`src/rtl/scan_cfg_pkg.sv`:
```
// Shared types and frame-length helpers for the scan configuration controller.
// Build option: define SCAN_PARITY_EN to append an even-parity bit to every frame.
package scan_cfg_pkg;

  typedef enum logic [1:0] {IDLE, SHIFT, UPDATE} state_t;

`ifdef SCAN_PARITY_EN
  localparam int PAR_BITS = 1;
`else
  localparam int PAR_BITS = 0;
`endif

  function automatic int frame_len(input int depth);
    return depth + PAR_BITS;
  endfunction

  // Counter must hold FRAME+1 (over-long frame marker).
  function automatic int cnt_width(input int frame);
    return $clog2(frame + 2);
  endfunction

endpackage

```
`src/rtl/scan_lane.sv`:
```
// One scan lane: shadow shift register, registered readback/loopback, and
// (with SCAN_PARITY_EN) a running parity accumulator reset at frame start.
module scan_lane #(
  parameter int DEPTH = 16
) (
  input  logic             clk,
  input  logic             rst,
  input  logic             se,
  input  logic             shift_en,
  input  logic             lb,
  input  logic             sc_in,
`ifdef SCAN_PARITY_EN
  input  logic             frame_start,
  output logic             par,
`endif
  output logic             sc_out,
  output logic [DEPTH-1:0] shadow
);

  always_ff @(posedge clk) begin
    if (rst) begin
      shadow <= '0;
      sc_out <= 1'b0;
    end else begin
      if (shift_en) shadow <= {shadow[DEPTH-2:0], sc_in};
      if (lb)       sc_out <= sc_in;
      else if (se)  sc_out <= shadow[DEPTH-1];
    end
  end

`ifdef SCAN_PARITY_EN
  always_ff @(posedge clk) begin
    if (rst)     par <= 1'b0;
    else if (se) par <= frame_start ? sc_in : (par ^ sc_in);
  end
`endif

endmodule

```
`src/rtl/scan_cfg_ctrl.sv`:
```
// Multi-lane scan configuration controller: frame-length check, atomic commit
// of the shadow chains to cfg_out. Optional parity check via SCAN_PARITY_EN.
module scan_cfg_ctrl
  import scan_cfg_pkg::*;
#(
  parameter int CHAINS = 2,
  parameter int DEPTH  = 16
) (
  input  logic                     clk,
  input  logic                     rst,
  input  logic                     se,
  input  logic [CHAINS-1:0]        sc_in,
  input  logic                     lb,
  output logic [CHAINS-1:0]        sc_out,
  output logic [CHAINS*DEPTH-1:0]  cfg_out,
  output logic                     cfg_upd,
  output logic                     frame_err,
  output logic                     busy
);

  localparam int FRAME = frame_len(DEPTH);
  localparam int CW    = cnt_width(FRAME);
  localparam logic [CW-1:0] FRAME_C = CW'(FRAME);
  localparam logic [CW-1:0] SAT_C   = CW'(FRAME + 1);

  state_t                        state, state_nx;
  logic [CW-1:0]                 count, count_nx;
  logic                          err_nx, frame_start, shift_en, par_ok;
  logic [CHAINS-1:0][DEPTH-1:0]  shadow, cfg_q;

`ifdef SCAN_PARITY_EN
  logic [CHAINS-1:0] par;
  logic              par_cyc;
  // Bit DEPTH+1 of a frame is the parity bit: folded into parity, never shifted.
  assign par_cyc  = (state == SHIFT) && (count == CW'(DEPTH));
  assign shift_en = se & ~par_cyc;
  assign par_ok   = ~|par;
`else
  assign shift_en = se;
  assign par_ok   = 1'b1;
`endif

  for (genvar k = 0; k < CHAINS; k++) begin : g_lane
    scan_lane #(.DEPTH(DEPTH)) u_lane (
`ifdef SCAN_PARITY_EN
      .frame_start (frame_start),
      .par         (par[k]),
`endif
      .clk         (clk),
      .rst         (rst),
      .se          (se),
      .shift_en    (shift_en),
      .lb          (lb),
      .sc_in       (sc_in[k]),
      .sc_out      (sc_out[k]),
      .shadow      (shadow[k])
    );
  end

  always_comb begin
    state_nx    = state;
    count_nx    = count;
    err_nx      = frame_err;
    frame_start = 1'b0;
    case (state)
      IDLE, UPDATE: begin
        state_nx = IDLE;
        if (se) begin
          state_nx    = SHIFT;
          count_nx    = CW'(1);
          err_nx      = 1'b0;
          frame_start = 1'b1;
        end
      end
      SHIFT: begin
        if (se) begin
          if (count != SAT_C) count_nx = count + CW'(1);
        end else if (count == FRAME_C && par_ok) begin
          state_nx = UPDATE;
        end else begin
          state_nx = IDLE;
          err_nx   = 1'b1;
        end
      end
      default: state_nx = IDLE;
    endcase
  end

  always_ff @(posedge clk) begin
    if (rst) begin
      state     <= IDLE;
      count     <= '0;
      frame_err <= 1'b0;
      cfg_upd   <= 1'b0;
      cfg_q     <= '0;
    end else begin
      state     <= state_nx;
      count     <= count_nx;
      frame_err <= err_nx;
      cfg_upd   <= (state == UPDATE);
      if (state == UPDATE) cfg_q <= shadow;
    end
  end

  assign cfg_out = cfg_q;
  assign busy    = (state != IDLE);

endmodule

```
`config.mk`:
```
export PLATFORM = sky130hd
export DESIGN_NAME = scan_cfg_ctrl
export DESIGN_NICKNAME = d
export VERILOG_FILES = /design/src/rtl/scan_cfg_pkg.sv /design/src/rtl/scan_lane.sv /design/src/rtl/scan_cfg_ctrl.sv
export SDC_FILE = /design/constraint.sdc
export NUM_CORES = 1
export LEC_CHECK = 0
export CAP_MARGIN = 20
export CORE_MARGIN = 1.5
export CORE_UTILIZATION = 47
export CTS_CLUSTER_DIAMETER = 100
export DETAILED_ROUTE_END_ITERATION = 8
export PLACE_DENSITY = 0.8
export SYNTH_ARGS = -nofsm -noshare
export SYNTH_HDL_FRONTEND = slang
export SYNTH_SLANG_ARGS = --single-unit
```
`constraint.sdc`:
```
create_clock -name clk -period 1.15 [get_ports clk]
set_input_delay 0.23 -clock clk [delete_from_list [all_inputs] [get_ports clk]]
set_output_delay 0.23 -clock clk [all_outputs]
set_load 0.005 [all_outputs]
```
### Met1 routing, run 1

The bar under the picture is 20 microns long. Supply wires on this layer in gray. Cells faint in the background.
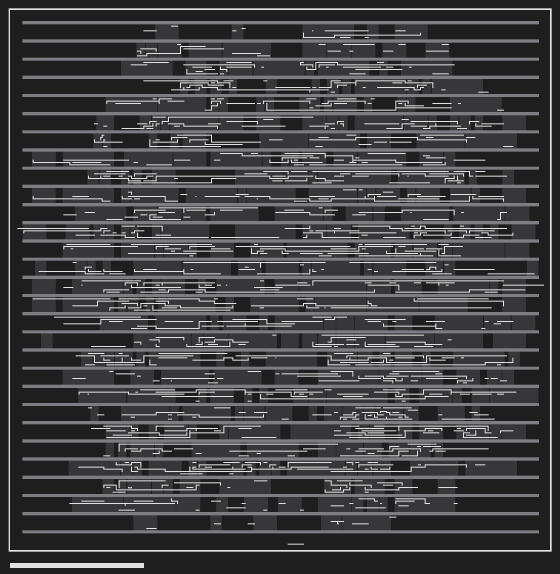
The longest straight run is 32.7 microns. The layer carries 2,980 microns of wire. The layer holds 48% of the routed length.

### Routing congestion map, run 1

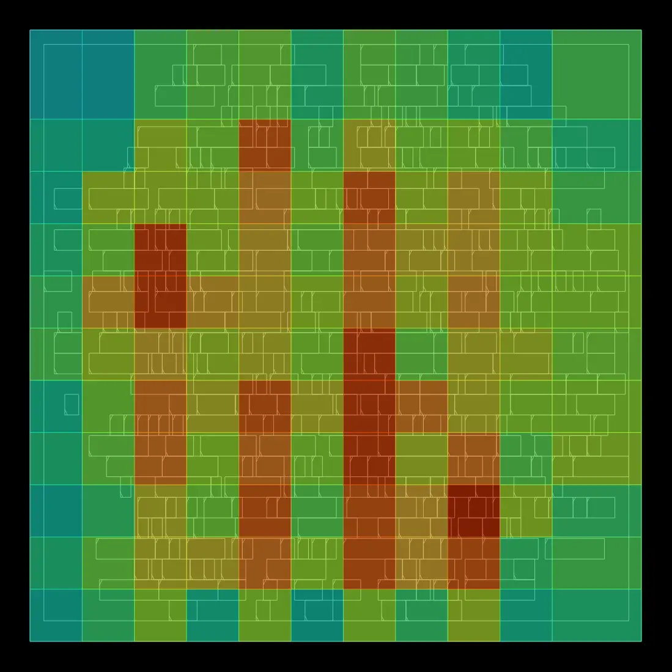
Overall Global Routing Usage: 19.7%
final core utilization: 64.6%

### Layout detail, run 1

The bar under the picture is 10 microns long. Region (20, 4) to (60, 44) microns. Cells in gray, sequential cells in the stronger gray; small squares are vias.
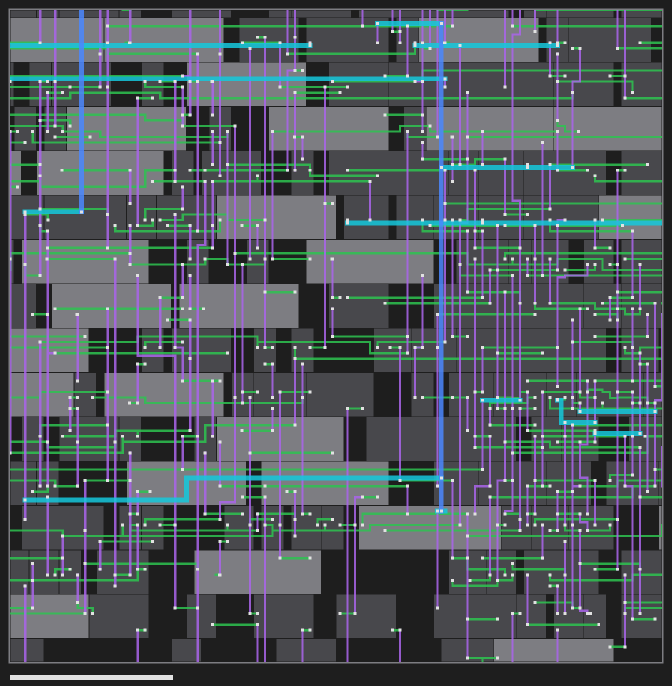
Key: met2 = purple; met1 = green; met3 = cyan; met4 = blue
128 logic cells have their middle in the window. Netlist names of flops here include g_lane.u_lane.shadow (12), cfg_out (7), count (4). Sequential cells in the window: 25. Most frequent: nand2_1 (15), dfxtp_1 (15).

### Drive-strength map, run 1

The bar under the picture is 20 microns long.
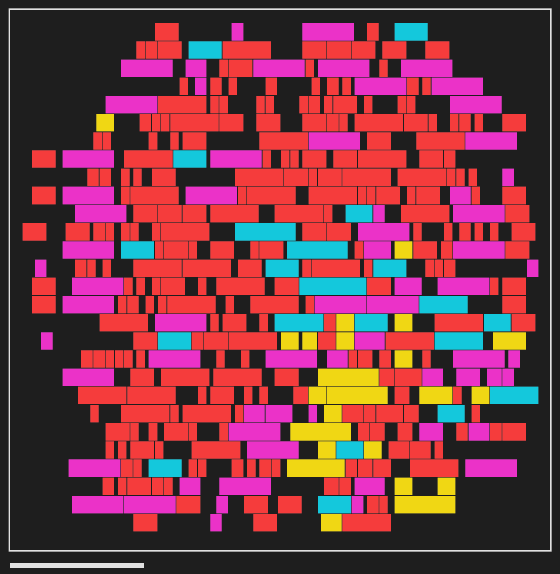
Key: drive 6 and up = cyan [cells 21, share 5.7%]; drive 1 or less = red [cells 261, share 71%]; drive 2 = magenta [cells 65, share 18%]; drive 3 to 4 = yellow [cells 23, share 6.2%]
count of plain and timing-repair buffers: 66
final instance area: 3800 sq um
area delta synth->final: 33.7%

run 1: how the worst min path moves through the flow:
stage          slack [ns]   startpoint                      end  cells after the start
5_1_grt              0.22          rst                frame_err                      2
4_1_cts              0.22           se                 count[2]                      2
6_report             0.23          rst                frame_err                      2
2_1_floorplan        0.38     sc_in[0]  g_lane[0].u_lane.sc_out                      2
3_3_place_gp         0.44  cfg_out[26]              cfg_out[26]                      2
3_5_place_dp         0.45  cfg_out[19]              cfg_out[19]                      2
run 1: final cells by class:
| cell class | count | share of cell area (%) |
|---|---|---|
| multi-input combinational | 208 | 34.0 |
| clock inverter | 4 | 0.691 |
| clock buffer | 12 | 3.82 |
| timing repair buffer | 66 | 17.7 |
| inverter | 5 | 0.559 |
| tap | 75 | 2.47 |
| sequential | 75 | 40.8 |
run 1: stage by stage:
step,instances,power (mW)
final,445,4.67
after CTS,443,4.69
after floorplan,312,2.84
after global placement,422,2.91
after global routing,445,4.81
after detailed placement,422,2.92
run 1: cells in the mapped netlist:
cell / n
o21bai_1: 1
inv_1: 5
nor2_1: 36
nor2b_1: 2
a2bb2oi_1: 1
and2b_1: 1
nand4bb_1: 2
a21bo_2: 1
a311oi_1: 1
o32ai_1: 1
clkbuf_1: 8
and3_1: 2
o21ai_0: 2
or2_2: 1
buf_4: 5
nor4bb_4: 1
a211oi_1: 2
nor3_1: 3
ha_1: 3
a31oi_1: 2
a21oi_1: 34
nand3_1: 4
buf_2: 11
nand3b_1: 1
or2_0: 1
nand2b_1: 4
dfxtp_1: 75
mux2_2: 2
nand2_1: 65
mux2i_1: 35
run 1: cells in the final DEF (no fill, tap or decap), types with 3 or more instances in the layout:
| cell type | Yosys | layout |
|---|---|---|
| clkdlybuf4s15_1 | 0 | 28 |
| a21oi_1 | 34 | 28 |
| buf_6 | 0 | 4 |
| nor2_1 | 36 | 36 |
| clkdlybuf4s50_1 | 0 | 3 |
| a21oi_2 | 0 | 6 |
| nand3_1 | 4 | 4 |
| inv_1 | 5 | 3 |
| buf_12 | 0 | 4 |
| buf_4 | 5 | 13 |
| clkbuf_2 | 0 | 8 |
| nand2b_1 | 4 | 3 |
| clkbuf_8 | 0 | 10 |
| nand2_1 | 65 | 65 |
| dfxtp_2 | 0 | 37 |
| mux2i_1 | 35 | 35 |
| dfxtp_1 | 75 | 37 |
| ha_4 | 0 | 3 |
run 1: where the power goes:
part / total (mW) / switching (mW) / internal, mW
Sequential: 2.63 / 0.0136 / 2.61
Clock: 1.79 / 0.948 / 0.840
Combinational: 0.252 / 0.136 / 0.117
Total: 4.67 / 1.10 / 3.57
run 1: repair_timing:
item                                    CTS  global route
endpoints found under the setup margin   46            51
gates resized                           117            26
setup buffers                             4             0
cloned                                    2             2
pin swaps                                 6             1
run 1: kinds of logic (layout without fill, tap and decap cells):
logic type,after synthesis,after routing
muxes,37,37
AOI/OAI and AO/OA,45,45
DFF,75,75
adders and majority gates,3,3
and+or+nand+nor,123,123
buffers and inverters,29,87
run 1: sequential cells by signal, summed over array words and instances (netlist names):
signal and cells:
cfg_out 32, cfg_upd 1, count 5, frame_err 1
g_lane.u_lane.sc_out 2, g_lane.u_lane.shadow 32, state 2
==> Flow_metrics.wiki, run 1 <==
=== Synthesis and place and route ===
{| class="wikitable"
! Metric !! Value
|-
| Share of the cycle needed by the critical path after routing || 113%
|-
| Fill cell instance count of the final layout || 477
|-
| Antenna Cells || 0
|-
| Total number of nets in the final design || 374
|-
| Origin of the worst setup path || count[1]
|-
| Worst path buffer plus inverter count || 1
|-
| Average footprint of a synthesized cell || 9.12 sq um
|-
| Area of the die || 6530 sq um
|-
| Post-route setup slack || -0.155 ns
|-
| Slowest CP cell || dfxtp_2
|-
| Chip area in the Yosys report || 2840 sq um
|-
| Final setup TNS || -1.94 ns
|-
| Sum of routed wire length over all layers || 6.27 mm
|-
| Antenna violations before repair || 0
|-
| Global-route wire length before repair || 9.58 mm
|-
| Worst Setup EP || count[0]
|-
| Ratio of cells with drive above 1 in the final layout || 29.5%
|-
| Critical path arrival || 1.54 ns
|-
| Average wire length per cell after detail routing || 14.1 microns
|-
| Grt ovf || 0
|-
| Post-synthesis xor/xnor area fraction || 0%
|-
| Worst setup path class || reg -> reg
|-
| Minimum hold slack || 0.226 ns
|-
| Beginning of the worst register-to-register path || count[1]
|-
| Count of pins on the block boundary || 43
|-
| Min Clock Period, post-route || 1.30 ns
|-
| Synth warn || 0
|-
| Number of cells on the worst reg-to-reg path || 5
|-
| Area after detailed placement || 3420 sq um
|-
| Netlist area before placement || 2840 sq um
|-
| Final setup viols || 37
|-
| Final tally of hold violations || 0
|-
| Ys cells || 312
|-
| Wire length on met2 || 2.91 mm
|-
| Cell taking the most area after synthesis || dfxtp_1
|-
| Top area cells in the synthesized netlist || dfxtp_1 (53%), mux2i_1 (12%), nand2_1 (8.6%), a21oi_1 (6.0%), nor2_1 (4.8%)
|-
| Peak supply drop || 0.000720 V
|-
| Iter 0 DRT Violations || 112
|-
| WL met1 || 2.98 mm
|-
| Routed wl met3 || 279 microns
|-
| Global-route track usage on met1 || 25.6%
|-
| CTS H-tree lvls || 3
|-
| Vias in the first global route || 2,051
|-
| Data required time at the worst endpoint || 1.38 ns
|-
| Pin count of the biggest net entering global routing || 38
|-
| Clock tree from TritonCTS || yes
|-
| Number of buffers inserted by hold repair at cts || 0
|-
| Max frequency || 0.766 GHz
|-
| CP delay by family, top || simple AND/OR/NAND/NOR gates
|-
| Synthesized netlist cell count || 312
|-
| Maximum capacitance violations || 0
|-
| Clock slew at reported path FFs || 0.07 ns
|-
| Root Driver || clkbuf_8
|-
| Remaining DRCs || 0
|-
| Stage-log warning count || 31
|-
| Worst path depth || 5
|-
| Clock Skew || 0.0121 ns
|-
| Buffers from clock root to sink, at most || 2
|-
| Endpoint type of the worst setup path || flip-flop
|-
| Unrepaired setup endpoints after global routing || yes
|-
| Path type of the worst min-delay path || in -> reg
|-
| Ys flops || 75
|-
| Length of the first detailed-routing pass in iterations || 4
|-
| Slew of the pin with the lowest slew margin || 0.342 ns
|-
| Post-route antenna net violation count || 0
|-
| Distinct lib cells || 30
|-
| Width of the die || 80.8 microns
|-
| Met3 layer usage reported by global route || 6.29%
|-
| Violations in the final reports || negative setup slack
|-
| Maximum net fanout on the critical path || 4
|-
| Die extent in y || 80.8 microns
|-
| Leakage power summed over all cells || 1.49 nW
|-
| Clk latency late pin || 0.35 ns
|-
| Largest combinational cell category by area || simple AND/OR/NAND/NOR gates
|-
| Simple-gate share of the synthesized area || 19.0%
|-
| Fraction of the yosys area taken by sequential cells || 52.8%
|-
| Yosys top cell area share || 52.8%
|-
| Most used routing layer in global routing || met2
|-
| Register Area || 1550 sq um
|-
| Crit start category || flip-flop
|-
| Max transition margin || 77.2%
|-
| Sink Count || 75
|-
| Initial Util || 48.3%
|-
| Largest stage delay, worst path || 0.33 ns
|-
| Adder Share, Synth || 1.32%
|-
| Critical path, cell by cell || inv_2 > ha_4 > nor4bb_4 > or2_0 > a311oi_1
|-
| Comb area || 1290 sq um
|-
| Row cnt || 28
|-
| Endpoint of the worst register-to-register path || count[0]
|-
| Number of buffers created by CTS || 9
|-
| Final Max Tran Viols || 0
|-
| Compound Share, Synth || 8.84%
|-
| HPWL reported at the end of detailed placement || 3.57 mm
|-
| Via-to-Cell Ratio || 5.16
|-
| Total number of vias || 2,294
|-
| Placement-stage worst setup slack || -0.161 ns
|-
| Global routing usage on met2 || 29.6%
|-
| Run status || complete, but fails checks
|-
| Mux cell area share || 13.1%
|-
| Synthesized net count || 321
|-
| Number of buffer cells added on primary ports || 42
|-
| Area of the core || 5890 sq um
|-
| Worst reg-to-reg setup slack || -0.15 ns
|-
| Top sig layer || met4
|-
| Cell Pwr Density || 1230 nW/um^2
|-
| Gp weighted congestion || 0.818
|}
## Run 2: what changed since run 1
CORE_MARGIN = unset   (was 1.5)
CTS_CLUSTER_SIZE = 20   (was unset)
HOLD_SLACK_MARGIN = 0.15   (was unset)
### Layout detail, run 2

The bar under the picture is 10 microns long. Region (20, 4) to (60, 44) microns. Cells in gray, sequential cells in the stronger gray; small squares are vias.
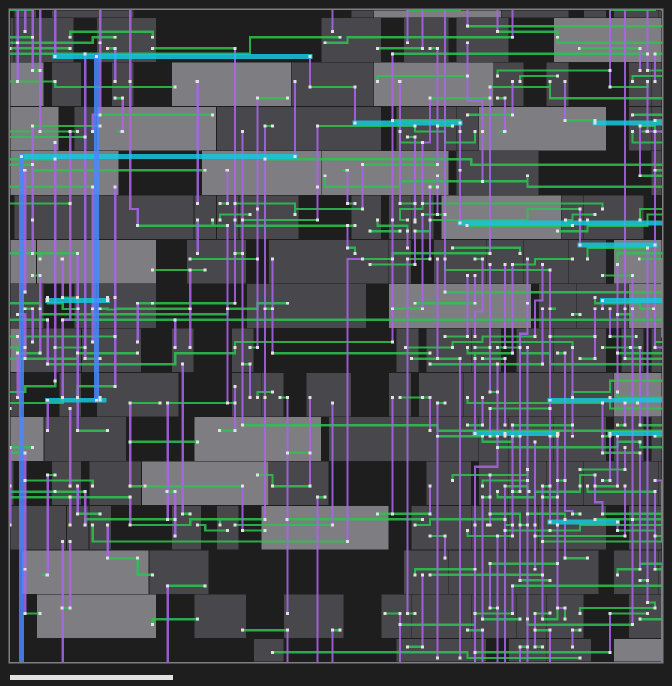
Key: met4 = blue; met3 = cyan; met1 = green; met2 = purple
Netlist names of flops here include g_lane.u_lane.shadow (8), cfg_out (5), count (2). Most frequent: nand2_1 (12), mux2i_1 (11), nor2_1 (10). Sequential cells in the window: 16. 113 logic cells have their middle in the window.

### Met2 routing, run 2

The bar under the picture is 20 microns long. Cells faint in the background.
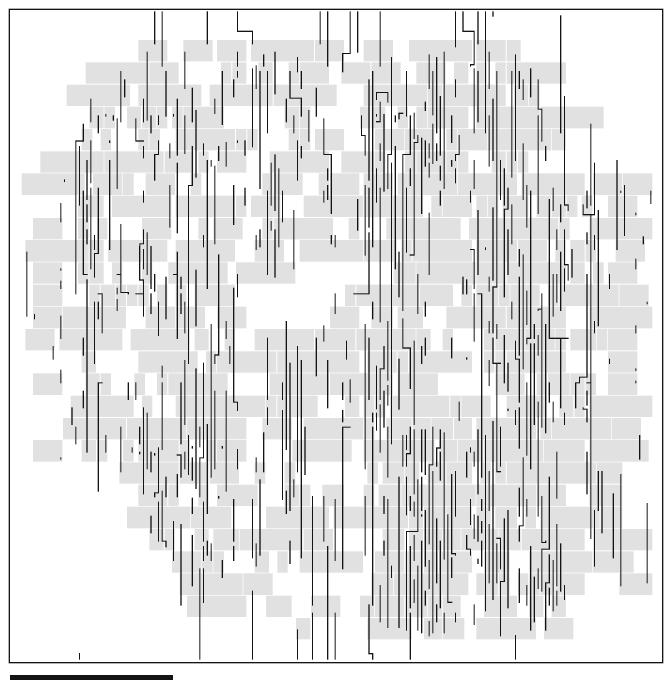
The layer carries 2,810 microns of wire. The longest straight run is 39.6 microns. The wires run mostly vertical.
global routing usage on met2: 32.1%
total number of vias: 2,251
sum of routed wire length over all layers: 6.02 mm

==> run 2 against run 1 <==
  * Critical path depth down 3
  * Count of clock-buffer cells in the layout down 3
  * Largest power group unchanged
  * The flow still finishes with violations (negative setup slack)
  * Die area down 2.5%
  * Area after synthesis unchanged
  * Sequential power about the same
  * Flip-flop count unchanged
==> Flow_metrics.wiki, run 2 <==
=== Synthesis and place and route ===
{| class="wikitable"
! Metric !! Value
|-
| Worst setup path class || reg -> out
|-
| Top cells excl fill/tap || nand2_1 (65), dfxtp_1 (40), nor2_1 (36)
|-
| Data required time at the worst endpoint || 0.92 ns
|-
| Distinct lib cells || 30
|-
| Count of pins on the block boundary || 43
|-
| Endpoint type of the worst setup path || output pin
|-
| Clock slew at reported path FFs || 0.07 ns
|-
| Critical path arrival || 1.02 ns
|-
| Synthesized net count || 321
|-
| Average wire length per cell after detail routing || 13.7 microns
|-
| Yosys top cell area share || 52.8%
|-
| Most common library cell in the layout ignoring fill and taps || nand2_1
|-
| Netlist area before placement || 2840 sq um
|-
| Final setup viols || 39
|-
| Area of the core || 5680 sq um
|-
| Length of the first detailed-routing pass in iterations || 4
|-
| Number of buffers inserted by hold repair at cts || 0
|-
| Unrepaired setup endpoints after global routing || yes
|-
| Number of placed cells counting well taps || 418
|-
| Area of the die || 6370 sq um
|-
| Antenna Cells || 0
|-
| Root Driver || clkbuf_8
|-
| Global-route wire length before repair || 9.76 mm
|-
| Synthesized netlist cell count || 312
|-
| Crit start category || flip-flop
|-
| Main flop type || dfxtp_1
|-
| Ys flops || 75
|-
| Min Clock Period, post-route || 1.25 ns
|-
| Proportion of register bits with asynchronous set or reset after synthesis || 0%
|-
| Maximum net fanout on the critical path || 2
|-
| HPWL reported at the end of detailed placement || 3.52 mm
|-
| Max transition margin || 79.0%
|-
| Vias in the first global route || 2,066
|-
| PnR Total Power || 5.26 mW
|-
| Initial Util || 50.1%
|-
| Pin count of the biggest net entering global routing || 32
|-
| Share of the cycle needed by the critical path after routing || 108%
|-
| Area delta synth->final || 34.5%
|-
| Width of the die || 79.8 microns
|-
| Slew of the pin with the lowest slew margin || 0.314 ns
|-
| Clock Skew || 0.00651 ns
|-
| Cell taking the most area after synthesis || dfxtp_1
|-
| Buffers from clock root to sink, at most || 2
|-
| Final std cells w/o fill || 439
|-
| Placement-stage worst setup slack || -0.0906 ns
|-
| Peak supply drop || 0.000826 V
|-
| Comb area || 1270 sq um
|-
| Post-route setup slack || -0.0963 ns
|-
| Clk latency late pin || 0.34 ns
|-
| Die extent in y || 79.8 microns
|-
| CTS H-tree lvls || 3
|-
| Violations in the final reports || negative setup slack
|-
| Chip area in the Yosys report || 2840 sq um
|-
| Cell Pwr Density || 1380 nW/um^2
|-
| Stage-log warning count || 31
|-
| Path type of the worst min-delay path || in -> reg
|-
| Count of library flops with an enable pin || 0
|-
| Final tally of hold violations || 0
|-
| Leading post-synthesis cells by instance count || dfxtp_1 (75), nand2_1 (65), nor2_1 (36), mux2i_1 (35), a21oi_1 (34)
|-
| Gp weighted congestion || 0.762
|-
| Register Area || 1550 sq um
|-
| Leakage power summed over all cells || 1.51 nW
|-
| Iter 0 DRT Violations || 128
|-
| Top area cells in the synthesized netlist || dfxtp_1 (53%), mux2i_1 (12%), nand2_1 (8.6%), a21oi_1 (6.0%), nor2_1 (4.8%)
|-
| Post-route antenna net violation count || 0
|-
| Clock tree from TritonCTS || yes
|-
| Antenna violations before repair || 0
|-
| Maximum capacitance violations || 0
|-
| Remaining DRCs || 0
|-
| Number of buffers created by CTS || 9
|-
| Final core utilization || 67.4%
|-
| Run status || complete, but fails checks
|-
| Sink Count || 75
|-
| Max frequency || 0.802 GHz
|-
| Average footprint of a synthesized cell || 9.12 sq um
|-
| Via-to-Cell Ratio || 5.13
|-
| Fill cell instance count of the final layout || 437
|-
| Overall Global Routing Usage || 20.2%
|-
| Fraction of the yosys area taken by sequential cells || 52.8%
|-
| Total number of nets in the final design || 372
|-
| Final setup TNS || -1.32 ns
|-
| Synth warn || 0
|-
| Ratio of cells with drive above 1 in the final layout || 25.9%
|-
| Grt ovf || 0
|-
| Most numerous cell in the Yosys netlist || dfxtp_1
|-
| Final Max Tran Viols || 0
|-
| Number of buffer cells added on primary ports || 42
|-
| Ys cells || 312
|-
| Row cnt || 27
|}
## run 2: worst paths after layout
| kind | startpoint | to | slack, ns | depth (start not counted) |
|---|---|---|---|---|
| hold / removal | rst | state[0] | 0.24 | 2 |
| setup / recovery | state[1] | busy | -0.1 | 2 |
| hold reg to reg | cfg_out[18] | cfg_out[18] | 0.45 | 2 |
| setup reg to reg | state[1] | cfg_out[13] | -0.06 | 5 |
## run 2: power breakdown
part / internal (mW) / leakage [nW] / total (mW) / switching (mW)
Sequential: 2.61 / 0.623 / 2.63 / 0.0163
Combinational: 0.114 / 0.766 / 0.241 / 0.127
Clock: 1.44 / 0.120 / 2.39 / 0.951
## run 2: metal layers
| layer | part of all wire (%) | global-route usage (%) |
|---|---|---|
| met3 | 4.9 | 3.43 |
| met2 | 47 | 32.1 |
| met4 | 1.7 | 9.82 |
| met5 | 0 | 0 |
| met1 | 47 | 26.3 |
## run 2: stage by stage
| step | cell area, sq um | hold WS [ns] |
|---|---|---|
| floorplan | 2860 | 0.377 |
| global placement | 3410 | 0.441 |
| detailed placement | 3410 | 0.445 |
| CTS | 3760 | 0.233 |
| global route | 3830 | 0.242 |
| finish | 3830 | 0.245 |
## run 2: timing repair
item / 4_1_cts / 5_1_grt
cloned: 2 / 1
setup endpoints to repair: 44 / 50
pin swaps: 5 / 5
gates resized: 104 / 24
buffers inserted: 1 / 2
## run 2: layout make-up
class	count	share of cell area [%]
sequential	75	40.5
multi-input combinational	208	33.3
timing repair buffer	64	17.3
clock buffer	9	3.24
clock inverter	6	2.94
tap	72	2.35
inverter	5	0.491
## run 2: critical path: stages (launching register included)
cell and delay [ns]:
dfxtp_2 0.32, or2_4 0.24, buf_6 0.11
## run 2: kinds of logic (layout without fill, tap and decap cells)
group / count (synthesis) / in the layout / share of synthesized area [%]
buffers and inverters: 29 / 84 / 4.97
flip-flops: 75 / 75 / 52.8
multiplexers: 37 / 37 / 13.1
adder cells (fa/ha/maj): 3 / 3 / 1.32
AND/OR/NAND/NOR: 123 / 123 / 19.0
AND-OR/OR-AND: 45 / 45 / 8.84
Power and IR drop assume default switching activity.
